==> config.mk <==
export PLATFORM = sky130hd
export DESIGN_NAME = alu_sequencer_flat
export DESIGN_NICKNAME = d
export VERILOG_FILES = /design/src/rtl/alu_sequencer_if.sv /design/src/rtl/alu_sequencer.sv /design/src/flat_wrapper.sv
export SDC_FILE = /design/constraint.sdc
export NUM_CORES = 1
export LEC_CHECK = 0
export ABC_AREA = 1
export CAP_MARGIN = 20
export CORE_MARGIN = 2
export CORE_UTILIZATION = 55
export CTS_CLUSTER_DIAMETER = 100
export DETAILED_ROUTE_END_ITERATION = 12
export PLACE_DENSITY_LB_ADDON = 0.12
export SLEW_MARGIN = 20
export SYNTH_ARGS = -nofsm -noshare
export SYNTH_HDL_FRONTEND = slang
export SYNTH_SLANG_ARGS = --single-unit
==> constraint.sdc <==
create_clock -name clock -period 2.1 [get_ports clock]
set_clock_uncertainty 0.15 [all_clocks]
set_input_delay 0.525 -clock clock [delete_from_list [all_inputs] [get_ports clock]]
set_output_delay 0.525 -clock clock [all_outputs]
set_load 0.1 [all_outputs]
Fig. 1: met1 routing
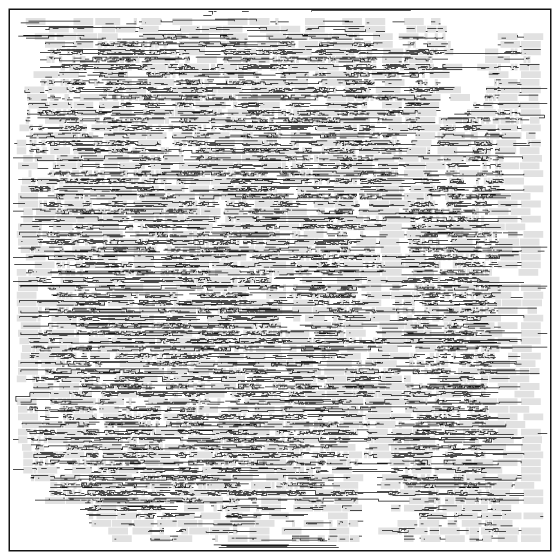
The layer carries 25.5 mm of wire. The longest straight run is 49.2 um. 2730 nets have wire on it. The wires run mostly horizontal.
routing usage on met1: 0.448
DR vias: 20044
WL final: 63.1 mm

Fig. 2: met2 routing
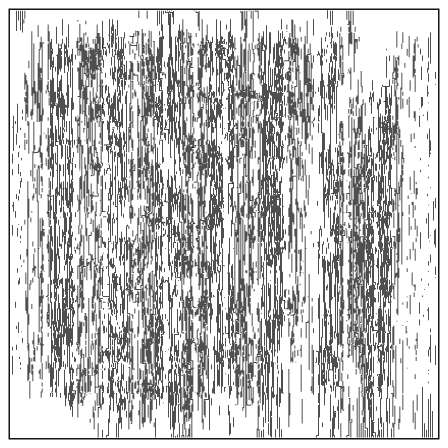
The longest straight run is 86.0 um. 2273 nets have wire on it. The wires run mostly vertical.
grt met2 use: 0.522

==> impl_metrics.ini <==
; flow metrics
[cells_and_area]
fin_area_um2 = 26100
area_growth_pct = 32.5
drive_gt1_frac = 0.129
final_common_cell = o21ai_0
fillers = 2677
regArea_um2 = 9260
largest_register_ffs = 256
final_cells = 3403
logic_area_um2 = 8860
nets = 2976
lay_top_cells = o21ai_0, nor2_1, dfxtp_1, a21oi_1, nand2_1
diodes = 0

[worst_setup_path]
criticalPathCategory = flop to flop
path_max_fanout = 16
worstSetupStartpointType = flop
slowest_delay_ns = 0.31
cp_num_buf_inv = 2
r2r_slack_ns = 0.07
critical_path_arrival_ns = 2.33
cp.depth = 8
rr_worst_depth = 8
critPathRequiredTime_ns = 2.39
critPathSlowestCell = dfxtp_1
cpMostUsedCell = nor2_1
crit_family = simple AND/OR/NAND/NOR gates
crit_path_end_kind = flop
path_cells = nor2_1 > nand2_2 > nor3_4 > nand4_1 > buf_4 > clkbuf_16 > o21ai_0 > nor2_1

[place]
post-place-ws_ns = -0.103
dp.cells = 3308
place_hpwl_mm = 39.8
gp_congestion = 0.936
placement.io_buffers = 226

[detailed_routing]
drc_errors = 0
drt-initial-drc-count = 2141
viasPerCell = 5.89
drtPass1Iterations = 7
wl_per_cell_um = 18.5
ant_nets = 0

[pwr]
ir_worst_vdd_mv = 0.594
post-layout-total-power_w = 0.0198
p_per_area_nw_per_um2 = 761
power_leakage_nw = 9.60

[timing]
tns_ns = 0
finalSetupViolCount = 0
min_period_over_period = 0.968
tightest_slew_ns = 0.484
worst_slack_ns = 0.0666
hold_viol = 0
slew_violations = 0
slew_headroom = 0.675
fmax_mhz = 492

[cts]
cts.path.max_buffers = 3
clock_latency_ns = 0.56
cts.sinks = 461
ctsHtreeMaxLevel = 2
holdBufCountCts = 0
cts_inserted_buffers = 48
cts_tree = yes
clk_pin_slew_ns = 0.06
clock-root-buffer = clkbuf_16

[yosys]
synth_seq_share = 0.469
synth_warnings = 0
syn-num-nets = 2825
ys_cells = 2756
syn_inst = 2756
ys.flops = 461
netlist_area_um2 = 19700
yosysChipArea_um2 = 19700
synth.distinct_cells = 34

[floorplanning]
die_width_um = 193
pin_count = 227
core_area_um2 = 35400
chip_area_um2 = 37300
dieHeight_um = 193
rows = 69
initCoreUtil = 0.556

[job]
maxCapViolCount = 0
warning_count = 28

[status]
outcome = complete, no violations

[grt]
grt_remaining_overflow = 0
grt_pass1_vias = 18481
grt_pass1_wl_mm = 97.3
grt_max_degree = 103
grt_usage = 0.329

[hold_path]
min_path_type = input pin to flop
hold_depth = 4
==> final cells by class <==
cell class / count / share of cell area
Tap cell: 461 / 0.0221
Inverter: 201 / 0.0292
Timing Repair Buffer: 315 / 0.194
Multi-Input combinational cell: 1880 / 0.340
Sequential cell: 461 / 0.355
Clock buffer: 68 / 0.0544
Clock inverter: 17 / 0.00538
==> Yosys cell counts (all sizes together) <==
| cell | count | area (um^2) |
|---|---|---|
| a31o | 4 | 35.0 |
| nand3 | 34 | 180 |
| a211oi | 1 | 7.51 |
| nor3 | 5 | 36.3 |
| inv | 198 | 743 |
| o211ai | 64 | 480 |
| a22o | 1 | 8.76 |
| a221oi | 1 | 8.76 |
| or2 | 2 | 12.5 |
| ha | 1 | 12.5 |
| o31ai | 5 | 37.5 |
| nor2 | 528 | 1990 |
| o21ai | 639 | 3200 |
| o2111ai | 1 | 8.76 |
| nand2 | 220 | 828 |
| nand3b | 4 | 30.0 |
| a21oi | 295 | 1480 |
| dfxtp | 461 | 9230 |
| buf | 26 | 151 |
| clkbuf | 188 | 706 |
| nor4 | 2 | 18.8 |
| nand4 | 7 | 56.3 |
| a31oi | 64 | 400 |
| o22ai | 2 | 12.5 |
| clkinv | 3 | 11.3 |
==> per-stage QoR <==
step / utilization / hold WS, ns
after floorplan: - / 0.266
after global placement: 0.688 / 0.298
after detailed placement: 0.688 / 0.302
after CTS: 0.732 / 0.224
after global routing: 0.736 / 0.267
final: 0.736 / 0.246
==> tightest hold or removal path, cell delays in order <==
cell      delay (ns)
buf_6           0.12
nand2_1         0.06
o211ai_1        0.10
a31oi_1         0.10
==> repair_timing <==
| action | 4_1_cts | 5_1_grt |
|---|---|---|
| setup endpoints to repair | 0 | 71 |
| resized | 0 | 4 |
| buffers inserted | 0 | 7 |
| hold endpoints to repair | 0 | 0 |
==> cell families after synthesis <==
family,count (synthesis),share of synthesized area
AND-OR/OR-AND,1077,0.288
adder cells (fa/ha/maj),1,0.000636
buffers and inverters,415,0.0819
flip-flops,461,0.469
AND/OR/NAND/NOR,802,0.160
==> report_power, final <==
| group | internal [W] | leakage, nW | switching (W) |
|---|---|---|---|
| clock | 0.00493 | 0.777 | 0.00347 |
| combinational | 0.000813 | 5.08 | 0.00147 |
| sequential | 0.00892 | 3.74 | 0.000233 |
| total | 0.0147 | 9.60 | 0.00517 |
==> layer usage <==
metal / GRT usage / share of wire
met2: 0.522 / 0.45
met4: 0.128 / 0.031
met5: 0 / 0
met3: 0.0561 / 0.12
met1: 0.448 / 0.40
Power is estimated from default activity; no workload was simulated.
